<file path="config.mk">
export PLATFORM = sky130hd
export DESIGN_NAME = arbitro_serializador
export DESIGN_NICKNAME = d
export VERILOG_FILES = /design/src/rtl/arbitro_serializador.sv
export SDC_FILE = /design/constraint.sdc
export NUM_CORES = 1
export LEC_CHECK = 0
export CORE_MARGIN = 2
export CORE_UTILIZATION = 41
export DETAILED_ROUTE_END_ITERATION = 6
export PLACE_DENSITY = 0.79
export SLEW_MARGIN = 10
export SYNTH_ARGS = -nofsm -noshare
export SYNTH_HDL_FRONTEND = slang
export SYNTH_SLANG_ARGS = --single-unit
export TNS_END_PERCENT = 10
</file>
<file path="constraint.sdc">
create_clock -name clk -period 2.1 [get_ports clk]
set_input_delay 0.315 -clock clk [delete_from_list [all_inputs] [get_ports clk]]
set_output_delay 0.315 -clock clk [all_outputs]
set_load 0.01 [all_outputs]
</file>
<file path="src/rtl/arbitro_serializador.sv">
// Round-robin word scheduler feeding a parallel-to-serial shifter.
// One word per slot of cantidadBits clocks; comma inserted when idle.
module arbitro_serializador #(
  parameter int                      cantidadBits = 10,
  parameter logic [cantidadBits-1:0] PALABRA_IDLE = 10'b0011111010,
  parameter int                      MAX_RACHA    = 16
) (
  input  logic                        clk,
  input  logic                        reset_L,
  input  logic                        habilitar,
  input  logic [3:0]                  valido,
  input  logic [4*cantidadBits-1:0]   datos,
  output logic [3:0]                  ack,
  output logic [cantidadBits-1:0]     palabra,
  output logic                        carga,
  output logic [1:0]                  fuente,
  output logic                        es_idle
);

  localparam int CW = (cantidadBits > 1) ? $clog2(cantidadBits) : 1;
  localparam int RW = $clog2(MAX_RACHA + 1);

  localparam logic [CW-1:0] CNT_FIN   = CW'(cantidadBits - 1);
  localparam logic [RW-1:0] RACHA_FIN = RW'(MAX_RACHA);

  logic [CW-1:0] r_contador;
  logic [1:0]    r_puntero;
  logic [RW-1:0] r_racha;

  logic                    w_fin_slot;
  logic                    w_hay;
  logic [1:0]              w_k;
  logic [1:0]              w_idx;
  logic                    w_idle;
  logic [cantidadBits-1:0] w_palabra_k;

  assign w_fin_slot = (r_contador == CNT_FIN);

  // Walk from the farthest offset down so the closest set bit wins.
  always_comb begin
    w_hay = 1'b0;
    w_k   = 2'd0;
    w_idx = 2'd0;
    for (int j = 3; j >= 0; j--) begin
      w_idx = r_puntero + 2'(j);
      if (valido[w_idx]) begin
        w_hay = 1'b1;
        w_k   = w_idx;
      end
    end
  end

  assign w_palabra_k = datos[int'(w_k)*cantidadBits +: cantidadBits];

  assign w_idle = !habilitar || (r_racha == RACHA_FIN) || !w_hay;

  always_ff @(posedge clk) begin
    if (!reset_L) begin
      r_contador <= '0;
      r_puntero  <= 2'd0;
      r_racha    <= '0;
      palabra    <= PALABRA_IDLE;
      carga      <= 1'b0;
      ack        <= 4'd0;
      fuente     <= 2'd0;
      es_idle    <= 1'b1;
    end else begin
      carga <= 1'b0;
      ack   <= 4'd0;
      if (w_fin_slot) begin
        r_contador <= '0;
        carga      <= 1'b1;
        unique case (1'b1)
          w_idle: begin
            palabra <= PALABRA_IDLE;
            fuente  <= 2'd0;
            es_idle <= 1'b1;
            r_racha <= '0;
          end
          default: begin
            palabra   <= w_palabra_k;
            fuente    <= w_k;
            es_idle   <= 1'b0;
            ack       <= 4'b0001 << w_k;
            r_puntero <= w_k + 2'd1;
            r_racha   <= r_racha + RW'(1);
          end
        endcase
      end else begin
        r_contador <= r_contador + CW'(1);
      end
    end
  end

endmodule

</file>
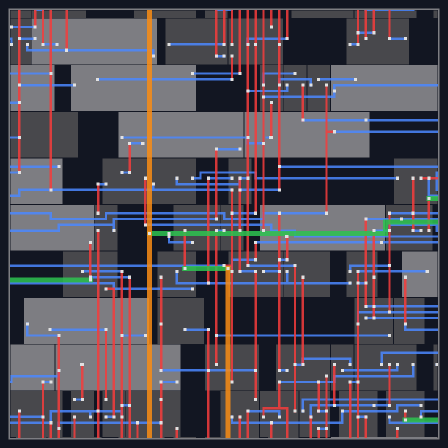
Run 1: layout detail
Window x 19 to 44, y 19 to 44 um. Cells in gray, sequential cells in the stronger gray; small squares are vias.
- M1: blue
- M2: red
- M4: orange
- M3: green
- most frequent: dfxtp_1 (9), nor2_1 (5), nand2_1 (5)
- cells with their middle in the window: 45
- netlist names of flops here include: `palabra` (4), `fuente` (2), `r_contador` (2)
- sequential cells in the window: 9

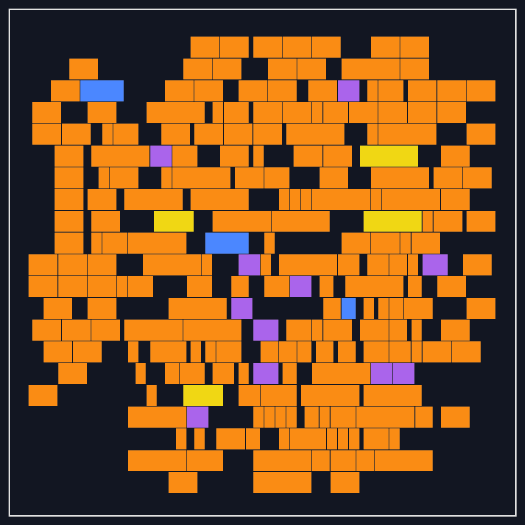
Run 1: cells by drive strength
Drawn at 8 px/um.
- x6 and larger: yellow (cells 4)
- x3 and x4: purple (cells 11; most used clkbuf_4)
- x1 and smaller: orange (cells 204; most used clkdlybuf4s50_1)
- x2: blue (cells 3; most used a221oi_2)

==> impl_results.rst, run 1 <==
Metrics
=======

.. list-table::
   :header-rows: 1

   * - Metric
     - Value
   * - Most area-hungry cell type in the Yosys netlist
     - sky130_fd_sc_hd__dfxtp_1
   * - # resized after CTS
     - 0
   * - Most frequently placed logic cell in the final layout
     - sky130_fd_sc_hd__clkdlybuf4s50_1
   * - Detailed-router iteration count before antenna repair
     - 4
   * - Met2 usage
     - 0.291
   * - Met3 wire length
     - 301 um
   * - Dominant flop cell
     - sky130_fd_sc_hd__dfxtp_1
   * - Clk root buf
     - sky130_fd_sc_hd__clkbuf_4
   * - Hold worst-path end
     - fuente[0]$_SDFFE_PN0N_
   * - Arrival time reported for the critical path endpoint
     - 2.09 ns
   * - Most frequently placed logic cells in the final layout
     - sky130_fd_sc_hd__clkdlybuf4s50_1, sky130_fd_sc_hd__dfxtp_1, sky130_fd_sc_hd__nor2_1, sky130_fd_sc_hd__mux2i_1, sky130_fd_sc_hd__nand2_1
   * - Number of buffer and inverter instances along the worst setup path
     - 1
   * - Max Buffers Root-to-Sink
     - 2
   * - Hold Path Class
     - flip-flop to flip-flop
   * - Count of standard-cell rows
     - 21
   * - Worst Path Required
     - between 2 and 2.5 ns
   * - Ratio of total power to cell area
     - 513 nW/um2
   * - Tot Pwr
     - about 0.0011 W
   * - Synth-to-layout area growth
     - 53.8%
   * - Highest clock frequency the design can meet
     - 540 MHz
   * - Placer congestion estimate
     - 0.783
   * - Worst Min Path Start
     - fuente[0]$_SDFFE_PN0N_
   * - Half-perimeter wire length after detailed placement
     - roughly 2.7 mm
   * - Slew at the pin with the worst max-slew slack
     - between 0.3 and 0.4 ns
   * - Placed instance area
     - between 2000 and 2500 um2
   * - Met1 WL
     - between 1 and 1.5 mm
   * - Buffers on Ports
     - approximately 64
   * - I/O pin cnt
     - ~65
   * - Highest-delay cell along the critical path
     - sky130_fd_sc_hd__dfxtp_1
   * - Antenna-violating nets left
     - 0
   * - Hold Slack
     - 0.467 ns
   * - Number of antenna violations at the first check in global routing
     - 0
   * - Largest type area fraction
     - 0.405
   * - Maximum VDD drop
     - roughly 0.00027 V
   * - Number of cells in Yosys stat
     - around 150
   * - Number of nets at the end of the flow
     - about 270
   * - Num Clock Sinks
     - 29
   * - Most used cell, CP
     - sky130_fd_sc_hd__and2_1
   * - Complex Gates by Area
     - 0.149
   * - Antenna diode count
     - 0
   * - Crit path cell chain
     - inv_1 -> ha_1 -> and3b_1 -> and2_4 -> and2_1 -> and2_1 -> a221oi_1
   * - Floorplan die width
     - around 63 um
   * - Yosys xor share
     - 0.0366
   * - Adder-cell share of the synthesized area
     - 0.0349
   * - Share of the yosys chip area belonging to registers
     - 0.405
   * - Lkg Pwr
     - about 0.85 nW
   * - Reg-to-Reg End
     - palabra[7]$_SDFFE_PN1N_
   * - Share of flip-flops with an asynchronous set or reset
     - 0
   * - Run status
     - completed
   * - Mean post-synth cell area
     - around 9.4 um2
   * - Highest routed metal layer
     - met4
   * - Nets at Floorplan
     - approximately 200
   * - Number of vias per cell
     - ~5
   * - Number of vias in the routed layout
     - approximately 1,400
   * - Highest cell delay on the worst timing path
     - 0.36 ns
   * - Core Area
     - ~3300 um2
   * - Count of endpoints failing hold in the final timing report
     - 0
   * - Number of design rule violations left after detail routing
     - 0
   * - Mux area share
     - 0.140
   * - Most congested layer reported by global routing
     - met2
   * - Synthesis warning total
     - 0
   * - 1st-iter DRT viols
     - between 50 and 60
   * - Cts-stage hold buffer count
     - 0
   * - Vertical die dimension
     - 63.1 um
   * - Number of cells after detailed placement
     - about 260
   * - Maximum capacitance violations
     - 0
   * - Largest fanout on the critical path
     - 7
   * - # fillers
     - between 200 and 300
   * - Skew final
     - 0.00419 ns
   * - TritonCTS clock tree
     - done
   * - R2r worst-path depth
     - 7
   * - Flop and latch count out of synthesis
     - 29
   * - Most repeated cell in the gate-level netlist after synthesis
     - sky130_fd_sc_hd__dfxtp_1
   * - Number of OpenROAD warnings
     - 28
   * - Number of instances in the synthesized netlist
     - between 150 and 200
   * - Count of unique library cells instantiated by Yosys
     - 36
   * - Yosys Chip Area
     - between 1000 and 1500 um2
   * - Post-layout instance count excluding filler cells
     - about 270
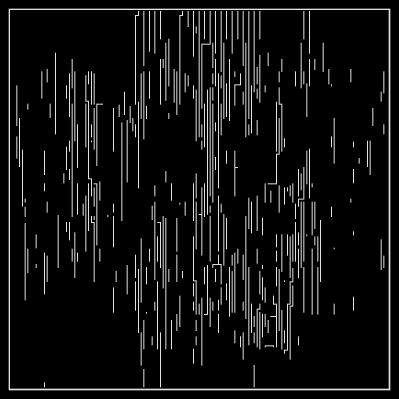
Run 1: M2 wires
Drawn at 6 px/um.
- main direction: vertical
- share of all routed wire: 47%
- wire length on this layer: 1,630 um
- longest straight run: 21.8 um
- nets with wire on the layer: 234

run 1: per-stage QoR:
step                setup WS (ns)  setup TNS, ns  utilization
floorplan                   0.357              0            -
global placement           0.0449              0        0.640
detailed placement        -0.0381        -0.0767        0.640
CTS                         0.238              0        0.661
global route                0.102              0        0.661
finish                      0.247              0        0.661
run 1: final cells by class:
| class | count | area (um2) | area share |
|---|---|---|---|
| multi-input combinational | 111 | 774 | 0.351 |
| timing repair buffer | 69 | 703 | 0.319 |
| sequential | 29 | 581 | 0.263 |
| clock buffer | 7 | 65.1 | 0.0295 |
| tap | 46 | 57.6 | 0.0261 |
| inverter | 5 | 18.8 | 0.00851 |
| clock inverter | 1 | 5.00 | 0.00227 |
run 1: registers in the layout (all words and copies together), names as in the netlist:
| signal | flops |
|---|---|
| ack | 4 |
| carga | 1 |
| es_idle | 1 |
| fuente | 2 |
| palabra | 10 |
| r_contador | 4 |
| r_puntero | 2 |
| r_racha | 5 |
run 1: how the worst max path moves through the flow:
stage	startpoint	end	slack (ns)	cells after the start
finish	r_contador[1]$_SDFF_PP0_	palabra[7]$_SDFFE_PN1N_	0.25	7
global route	r_contador[0]$_SDFF_PP0_	palabra[0]$_SDFFE_PN0N_	0.10	6
CTS	r_contador[1]$_SDFF_PP0_	palabra[7]$_SDFFE_PN1N_	0.24	7
detailed placement	valido[2]	palabra[7]$_SDFFE_PN1N_	-0.04	7
global placement	valido[2]	palabra[4]$_SDFFE_PN1N_	0.04	7
floorplan	r_contador[1]$_SDFF_PP0_	palabra[1]$_SDFFE_PN1N_	0.36	9
run 1: power breakdown:
| part | internal (W) | switching [W] |
|---|---|---|
| sequential | 0.000555 | 0.00000482 |
| clock | 0.000194 | 0.000195 |
| combinational | 0.000120 | 0.0000628 |
| total | 0.000868 | 0.000262 |
## Run 2: what changed since run 1
--- a/config.mk
+++ b/config.mk
@@ -8,6 +8,7 @@
 export CORE_MARGIN = 2
 export CORE_UTILIZATION = 41
 export DETAILED_ROUTE_END_ITERATION = 6
+export GPL_ROUTABILITY_DRIVEN = 0
 export PLACE_DENSITY = 0.79
 export SLEW_MARGIN = 10
 export SYNTH_ARGS = -nofsm -noshare
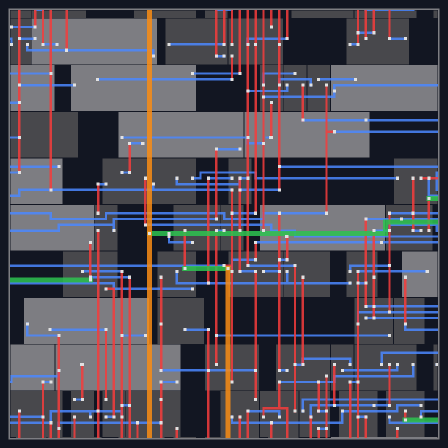
Run 2: layout detail
Window x 19 to 44, y 19 to 44 um. Cells in gray, sequential cells in the stronger gray; small squares are vias.
- M4: orange
- M1: blue
- M2: red
- M3: green
- sequential cells in the window: 9
- most frequent: dfxtp_1 (9), nor2_1 (5), nand2_1 (5)
- cells with their middle in the window: 45
- netlist names of flops here include: `palabra` (4), `fuente` (2), `r_contador` (2)

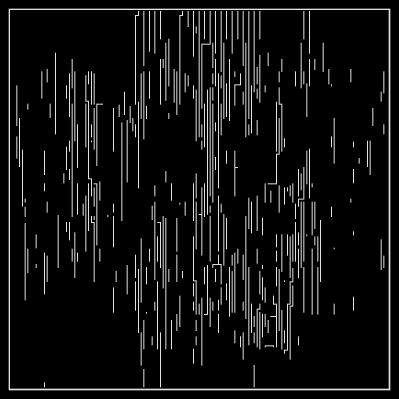
Run 2: M2 wires
Drawn at 6 px/um.
- main direction: vertical
- longest straight run: 21.8 um
- share of all routed wire: 47%

==> run 2 against run 1 <==
Cell area did not move. Via count is the same. Sequential cell count unchanged. Largest cell class unchanged. Highest routed layer unchanged.
==> impl_results.rst, run 2 <==
Metrics
=======

.. list-table::
   :header-rows: 1

   * - Metric
     - Value
   * - Run status
     - completed (unchanged)
   * - Adder-cell share of the synthesized area
     - 0.0349 (unchanged)
   * - I/O pin cnt
     - 65 (unchanged)
   * - Worst Path Required
     - 2.34 ns (about the same)
   * - Reg-to-Reg End
     - palabra[7]$_SDFFE_PN1N_ (unchanged)
   * - Met1 WL
     - 1.48 mm (unchanged)
   * - Post-layout instance count excluding filler cells
     - 268 (unchanged)
   * - Most frequently placed logic cells in the final layout
     - sky130_fd_sc_hd__clkdlybuf4s50_1, sky130_fd_sc_hd__dfxtp_1, sky130_fd_sc_hd__nor2_1, sky130_fd_sc_hd__mux2i_1, sky130_fd_sc_hd__nand2_1 (unchanged)
   * - Number of OpenROAD warnings
     - 28 (unchanged)
   * - Maximum VDD drop
     - 0.000266 V (unchanged)
   * - Hold worst-path end
     - fuente[0]$_SDFFE_PN0N_ (unchanged)
   * - Number of nets at the end of the flow
     - 272 (unchanged)
   * - Number of cells after detailed placement
     - 260 (unchanged)
   * - Most flops, register
     - palabra (unchanged)
   * - # resized after CTS
     - 0 (unchanged)
   * - Fraction of power spent switching nets
     - 0.232 (unchanged)
   * - Most used cell, CP
     - sky130_fd_sc_hd__and2_1 (unchanged)
   * - Hold Slack
     - 0.467 ns (unchanged)
   * - TritonCTS clock tree
     - done (unchanged)
   * - Met2 usage
     - 0.291 (unchanged)
   * - Num Clock Sinks
     - 29 (unchanged)
   * - Nets at Floorplan
     - 203 (unchanged)
   * - Highest-delay cell along the critical path
     - sky130_fd_sc_hd__dfxtp_1 (unchanged)
   * - Count of unique library cells instantiated by Yosys
     - 36 (unchanged)
   * - Share of the yosys chip area belonging to registers
     - 0.405 (unchanged)
   * - Arrival time reported for the critical path endpoint
     - 2.09 ns (about the same)
   * - Synthesis warning total
     - 0 (unchanged)
   * - Core Area
     - 3340 um2 (unchanged)
   * - 1st-iter DRT viols
     - 56 (unchanged)
   * - Mean post-synth cell area
     - 9.43 um2 (unchanged)
   * - Number of instances in the synthesized netlist
     - 152 (unchanged)
   * - Detailed-router iteration count before antenna repair
     - 4 (unchanged)
   * - Highest cell delay on the worst timing path
     - 0.36 ns (about the same)
   * - Share of flip-flops with an asynchronous set or reset
     - 0 (unchanged)
   * - Most frequently placed logic cell in the final layout
     - sky130_fd_sc_hd__clkdlybuf4s50_1 (unchanged)
   * - Yosys xor share
     - 0.0366 (unchanged)
   * - Number of vias per cell
     - 5.09 (unchanged)
   * - Half-perimeter wire length after detailed placement
     - 2.74 mm (unchanged)
   * - Most repeated cell in the gate-level netlist after synthesis
     - sky130_fd_sc_hd__dfxtp_1 (unchanged)
   * - Number of design rule violations left after detail routing
     - 0 (unchanged)
   * - Clock power share
     - 0.343 (about the same)
   * - Ratio of total power to cell area
     - 513 nW/um2 (unchanged)
   * - Antenna diode count
     - 0 (unchanged)
   * - R2r worst-path depth
     - 7 (unchanged)
   * - Most area-hungry cell type in the Yosys netlist
     - sky130_fd_sc_hd__dfxtp_1 (unchanged)
   * - Largest type area fraction
     - 0.405 (unchanged)
   * - Count of standard-cell rows
     - 21 (unchanged)
   * - Placed instance area
     - 2130 um2 (unchanged)
   * - Vertical die dimension
     - 63.1 um (unchanged)
   * - Summed negative setup slack over all endpoints
     - 0 ns (unchanged)
   * - Highest routed metal layer
     - met4 (unchanged)
   * - Synth-to-layout area growth
     - 53.8% (unchanged)
   * - Largest registers in the final layout
     - palabra: 10 flops, r_racha: 5 flops (unchanged)
   * - Mux area share
     - 0.140 (unchanged)
   * - Met3 wire length
     - 301 um (unchanged)
   * - # fillers
     - 275 (unchanged)
   * - Min setup slack post-route
     - 0.247 ns (unchanged)
   * - Clk root buf
     - sky130_fd_sc_hd__clkbuf_4 (unchanged)
   * - Max Buffers Root-to-Sink
     - 2 (unchanged)
   * - Sequential power share
     - 0.495 (about the same)
   * - Floorplan die width
     - 63.1 um (unchanged)
   * - Internal Dissipation
     - 0.000868 W (unchanged)
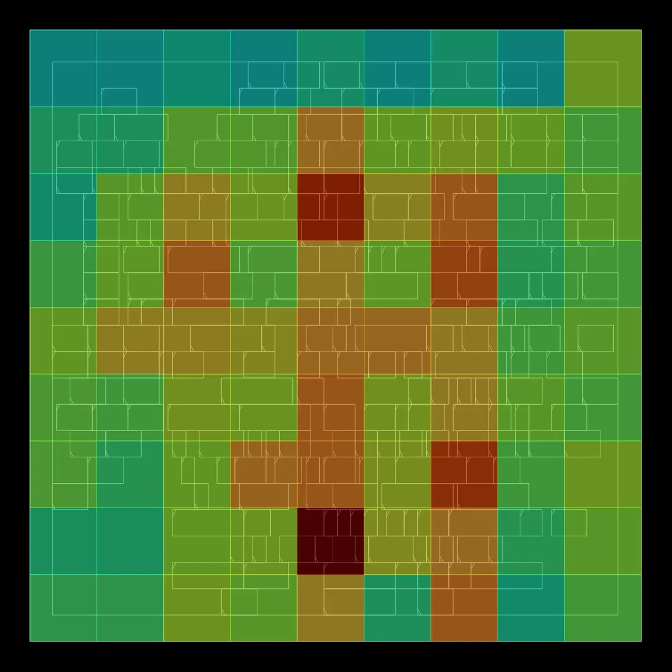
Run 2: routing congestion map
M1 GR Usage: 0.205
most congested layer reported by global routing: met2
global-route track usage on met3: 0.0643
utilization after layout: 0.661
all-layer global routing usage: 0.183

[run 2: how the worst max path moves through the flow]
stage | start | endpoint | depth (start not counted)
6_report | r_contador[1]$_SDFF_PP0_ | palabra[7]$_SDFFE_PN1N_ | 7
5_1_grt | r_contador[0]$_SDFF_PP0_ | palabra[0]$_SDFFE_PN0N_ | 6
4_1_cts | r_contador[1]$_SDFF_PP0_ | palabra[7]$_SDFFE_PN1N_ | 7
3_5_place_dp | valido[2] | palabra[7]$_SDFFE_PN1N_ | 7
3_3_place_gp | valido[2] | palabra[4]$_SDFFE_PN1N_ | 7
2_1_floorplan | r_contador[1]$_SDFF_PP0_ | palabra[1]$_SDFFE_PN1N_ | 9
[run 2: area by class of cell]
| cell class | count | area (um2) | share of cell area |
|---|---|---|---|
| clock inverter | 1 | 5.00 | 0.00227 |
| multi-input combinational | 111 | 774 | 0.351 |
| tap | 46 | 57.6 | 0.0261 |
| sequential | 29 | 581 | 0.263 |
| clock buffer | 7 | 65.1 | 0.0295 |
| inverter | 5 | 18.8 | 0.00851 |
| timing repair buffer | 69 | 703 | 0.319 |
[run 2: cells by family (layout without fill, tap and decap cells)]
group | after synthesis | count (layout)
buffers and inverters | 12 | 82
AND/OR/NAND/NOR | 55 | 55
adder cells (fa/ha/maj) | 4 | 4
XOR/XNOR | 6 | 6
flip-flops | 29 | 29
multiplexers | 20 | 20
AND-OR/OR-AND | 26 | 26
[run 2: power by group through the flow]
stage / Combinational (W) / Sequential [W] / Clock, W
2_1_floorplan: 0.0000734 / 0.000571 / 0
5_1_grt: 0.000196 / 0.000561 / 0.000414
3_3_place_gp: 0.000179 / 0.000571 / 0
6_report: 0.000183 / 0.000559 / 0.000388
4_1_cts: 0.000184 / 0.000560 / 0.000391
3_5_place_dp: 0.000183 / 0.000572 / 0
Run 2, register map, names as in the netlist:
Drawn at 6 px/um. Other sequential cells in the stronger gray, the rest of the logic in the fainter gray.
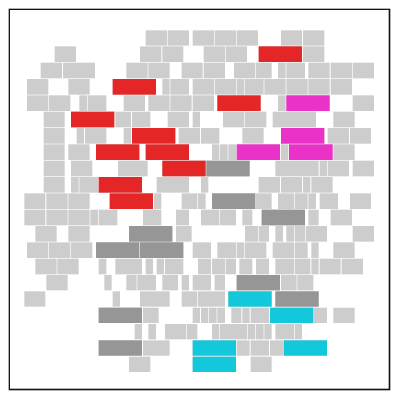

## Run 3: what changed since run 2
--- a/config.mk
+++ b/config.mk
@@ -6,10 +6,11 @@
 export NUM_CORES = 1
 export LEC_CHECK = 0
 export CORE_MARGIN = 2
-export CORE_UTILIZATION = 41
+export CORE_UTILIZATION = 58
 export DETAILED_ROUTE_END_ITERATION = 6
+export DONT_BUFFER_PORTS = 1
 export GPL_ROUTABILITY_DRIVEN = 0
-export PLACE_DENSITY = 0.79
+export PLACE_DENSITY = 0.74
 export SLEW_MARGIN = 10
 export SYNTH_ARGS = -nofsm -noshare
 export SYNTH_HDL_FRONTEND = slang
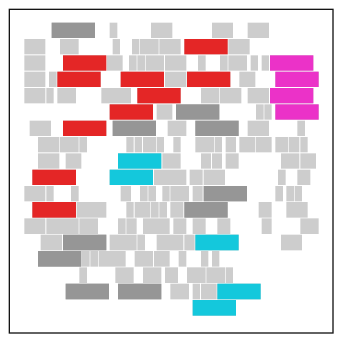
Run 3: register map, names as in the netlist
Drawn at 6 px/um. Other sequential cells in the stronger gray, the rest of the logic in the fainter gray.
- `r_racha`: cyan (flops 5)
- `palabra`: red (flops 10)
- `ack`: magenta (flops 4; where top right)
- not colored: 10

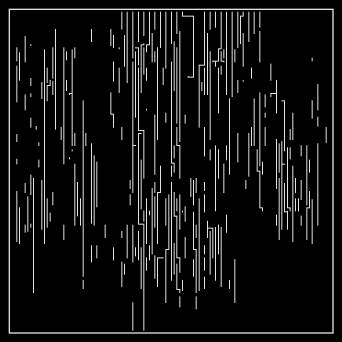
Run 3: M2 wires
Drawn at 6 px/um.
- nets with wire on the layer: 173
- main direction: vertical
- longest straight run: 32.3 um

==> run 3 against run 2 <==
Combinational power is 57% lower. Non-clock buffer count is 69 lower. Synthesized cell count unchanged. Highest routed layer unchanged.
==> impl_results.rst, run 3 <==
Metrics
=======

.. list-table::
   :header-rows: 1

   * - Metric
     - Value
   * - Tally of clock buffers in the finished layout
     - 7 (unchanged)
   * - Ratio of total power to cell area
     - 686 nW/um2 (was 513 nW/um2)
   * - Mean post-synth cell area
     - 9.43 um2 (unchanged)
   * - Internal Dissipation
     - 0.000784 W (was 0.000868 W)
   * - Core Area
     - 2410 um2 (was 3340 um2)
   * - Hold Path Class
     - input pin to flip-flop (was flip-flop to flip-flop)
   * - Psw
     - 0.000232 W (was 0.000262 W)
   * - Lkg Pwr
     - 0.567 nW (was 0.848 nW)
   * - Dominant flop cell
     - sky130_fd_sc_hd__dfxtp_1 (unchanged)
   * - Yosys Chip Area
     - 1430 um2 (unchanged)
   * - Share of the yosys chip area belonging to registers
     - 0.405 (unchanged)
   * - Arrival time reported for the critical path endpoint
     - 2.09 ns (about the same)
   * - Number of buffer and inverter instances along the worst setup path
     - 1 (unchanged)
   * - Min setup slack post-route
     - 0.240 ns (was 0.247 ns)
   * - Flop and latch count out of synthesis
     - 29 (unchanged)
   * - Number of nets at the end of the flow
     - 203 (was 272)
   * - Tap cells
     - 30 (was 46)
   * - Most repeated cell in the gate-level netlist after synthesis
     - sky130_fd_sc_hd__dfxtp_1 (unchanged)
   * - Max FFs per register
     - 10 (unchanged)
   * - Maximum VDD drop
     - 0.000595 V (was 0.000266 V)
   * - Buffers on Ports
     - 0 (was 64)
   * - Portion of total power attributed to combinational logic
     - 0.077 (was 0.162)
   * - Num Clock Sinks
     - 29 (unchanged)
   * - Most frequently placed logic cells in the final layout
     - sky130_fd_sc_hd__dfxtp_1, sky130_fd_sc_hd__nor2_1, sky130_fd_sc_hd__mux2i_1, sky130_fd_sc_hd__nand2_1 (was sky130_fd_sc_hd__clkdlybuf4s50_1, sky130_fd_sc_hd__dfxtp_1, sky130_fd_sc_hd__nor2_1, sky130_fd_sc_hd__mux2i_1, sky130_fd_sc_hd__nand2_1)
   * - Most used cell, CP
     - sky130_fd_sc_hd__and2_1 (unchanged)
   * - Synth-to-layout area growth
     - 3.32% (was 53.8%)
   * - Clock power share
     - 0.373 (was 0.343)
   * - Number of OpenROAD warnings
     - 28 (unchanged)
   * - TritonCTS clock tree
     - done (unchanged)
   * - Nonclk inv count
     - 5 (unchanged)
   * - I/O pin cnt
     - 65 (unchanged)
   * - Fraction of power spent switching nets
     - 0.228 (was 0.232)
   * - Number of design rule violations left after detail routing
     - 0 (unchanged)
   * - Number of instances in the synthesized netlist
     - 152 (unchanged)
   * - 1st-iter DRT viols
     - 16 (was 56)
   * - Antenna-violating nets left
     - 0 (unchanged)
   * - Sequential power share
     - 0.550 (was 0.495)
   * - Post-layout instance count excluding filler cells
     - 183 (was 268)
   * - Hold Slack
     - 0.113 ns (was 0.467 ns)
   * - Fraction of area in registers
     - 0.392 (was 0.263)
   * - Pre-CTS WS
     - 0.273 ns (was -0.0381 ns)
   * - R2r worst-path depth
     - 7 (unchanged)
   * - Worst Min Path Start
     - reset_L (was fuente[0]$_SDFFE_PN0N_)
   * - Half-perimeter wire length after detailed placement
     - 2.17 mm (was 2.74 mm)
   * - Most area-hungry cell type in the Yosys netlist
     - sky130_fd_sc_hd__dfxtp_1 (unchanged)
   * - Slew at the pin with the worst max-slew slack
     - 0.412 ns (was 0.393 ns)
   * - Clock distribution area overhead in the final layout
     - 0.0473 (was 0.0318)
   * - Total area of multi-input combinational cells
     - 774 um2 (unchanged)
   * - Layout buffering overhead excluding clock cells
     - 0 (was 0.319)
   * - Summed negative setup slack over all endpoints
     - 0 ns (unchanged)
   * - Layout sequential cell count
     - 29 (unchanged)
   * - Kind of start point of the critical path
     - flip-flop (unchanged)
   * - Hold worst-path end
     - r_puntero[0]$_SDFFE_PN0P_ (was fuente[0]$_SDFFE_PN0N_)
   * - Count of standard-cell rows
     - 18 (was 21)
   * - Run status
     - completed (unchanged)
   * - Period utilisation layout
     - 0.886 (was 0.883)
   * - Detailed-router iteration count before antenna repair
     - 4 (unchanged)
   * - # resized after CTS
     - 0 (unchanged)
   * - Number of antenna violations at the first check in global routing
     - 0 (unchanged)
   * - Placed instance area
     - 1410 um2 (was 2130 um2)
   * - Number of cells after detailed placement
     - 175 (was 260)
   * - Synthesis warning total
     - 0 (unchanged)
   * - Number of cells in Yosys stat
     - 152 (unchanged)
   * - Clk root buf
     - sky130_fd_sc_hd__clkbuf_4 (unchanged)
   * - Largest fanout on the critical path
     - 8 (was 7)
   * - Max Buffers Root-to-Sink
     - 2 (unchanged)
   * - Antenna diode count
     - 0 (unchanged)
   * - Count of endpoints failing hold in the final timing report
     - 0 (unchanged)
   * - Max-area cell class
     - combinational gates (unchanged)
   * - Mi-comb count
     - 111 (unchanged)
   * - Reg-to-Reg End
     - palabra[7]$_SDFFE_PN1N_ (unchanged)
   * - Number of vias in the routed layout
     - 1,074 (was 1,363)
   * - Floorplan die width
     - 53.7 um (was 63.1 um)
   * - Cts-stage hold buffer count
     - 0 (unchanged)
   * - Number of buffers other than clock buffers in the final layout
     - 0 (was 69)
   * - # fillers
     - 220 (was 275)
   * - Share of flip-flops with an asynchronous set or reset
     - 0 (unchanged)
   * - Crit path cell chain
     - inv_1 -> ha_1 -> and3b_1 -> and2_4 -> and2_1 -> and2_1 -> a221oi_1 (unchanged)
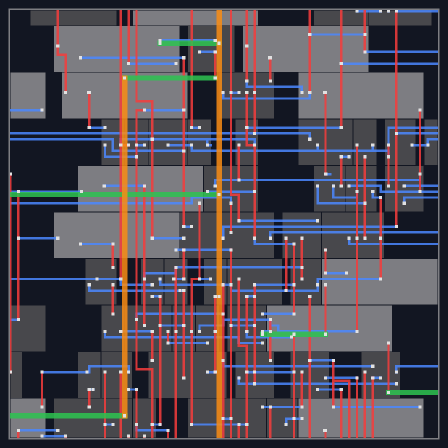
Run 3: layout detail
Window x 14 to 39, y 14 to 39 um. Cells in gray, sequential cells in the stronger gray; small squares are vias.
- M2: red
- M1: blue
- M3: green
- M4: orange
- cells with their middle in the window: 47
- most frequent: dfxtp_1 (9), nand2_1 (7), and2_1 (4)
- sequential cells in the window: 9
- netlist names of flops here include: `r_racha` (3), `r_puntero` (2)

run 3: cell counts after synthesis:
Identical to the previous run, type by type.
run 3: worst max-delay path by stage:
| stage | slack [ns] | from | end | cells past startpoint |
|---|---|---|---|---|
| floorplan | 0.36 | r_contador[1]$_SDFF_PP0_ | palabra[1]$_SDFFE_PN1N_ | 9 |
| global placement | 0.36 | r_contador[0]$_SDFF_PP0_ | palabra[0]$_SDFFE_PN0N_ | 6 |
| detailed placement | 0.27 | r_contador[1]$_SDFF_PP0_ | palabra[7]$_SDFFE_PN1N_ | 7 |
| CTS | 0.23 | r_contador[1]$_SDFF_PP0_ | palabra[7]$_SDFFE_PN1N_ | 7 |
| global route | 0.11 | r_contador[1]$_SDFF_PP0_ | palabra[7]$_SDFFE_PN1N_ | 7 |
| finish | 0.24 | r_contador[1]$_SDFF_PP0_ | palabra[7]$_SDFFE_PN1N_ | 7 |
run 3: power groups by stage:
stage	logic, W	clock network [W]	registers (W)
after detailed placement	0.0000785	0	0.000572
final	0.0000781	0.000379	0.000559
after floorplan	0.0000734	0	0.000571
after global routing	0.0000861	0.000416	0.000560
after global placement	0.0000753	0	0.000572
after CTS	0.0000789	0.000388	0.000559
run 3: logic make-up (layout without fill, tap and decap cells):
group | count (synthesis) | in the layout | share of synthesized area
AOI/OAI and AO/OA | 26 | 26 | 0.149
xor gates and xnor gates | 6 | 6 | 0.0366
adders and majority gates | 4 | 4 | 0.0349
buffers and inverters | 12 | 13 | 0.0550
DFF | 29 | 29 | 0.405
muxes | 20 | 20 | 0.140
and+or+nand+nor | 55 | 55 | 0.180
run 3: routing by layer:
layer	track usage	wire length, um	vias up
li1	-	-	538
met1	0.227	1140	477
met2	0.325	1310	53
met3	0.0861	251	6
met4	0.111	52	0
met5	0	0	-
Power and IR drop assume default switching activity.
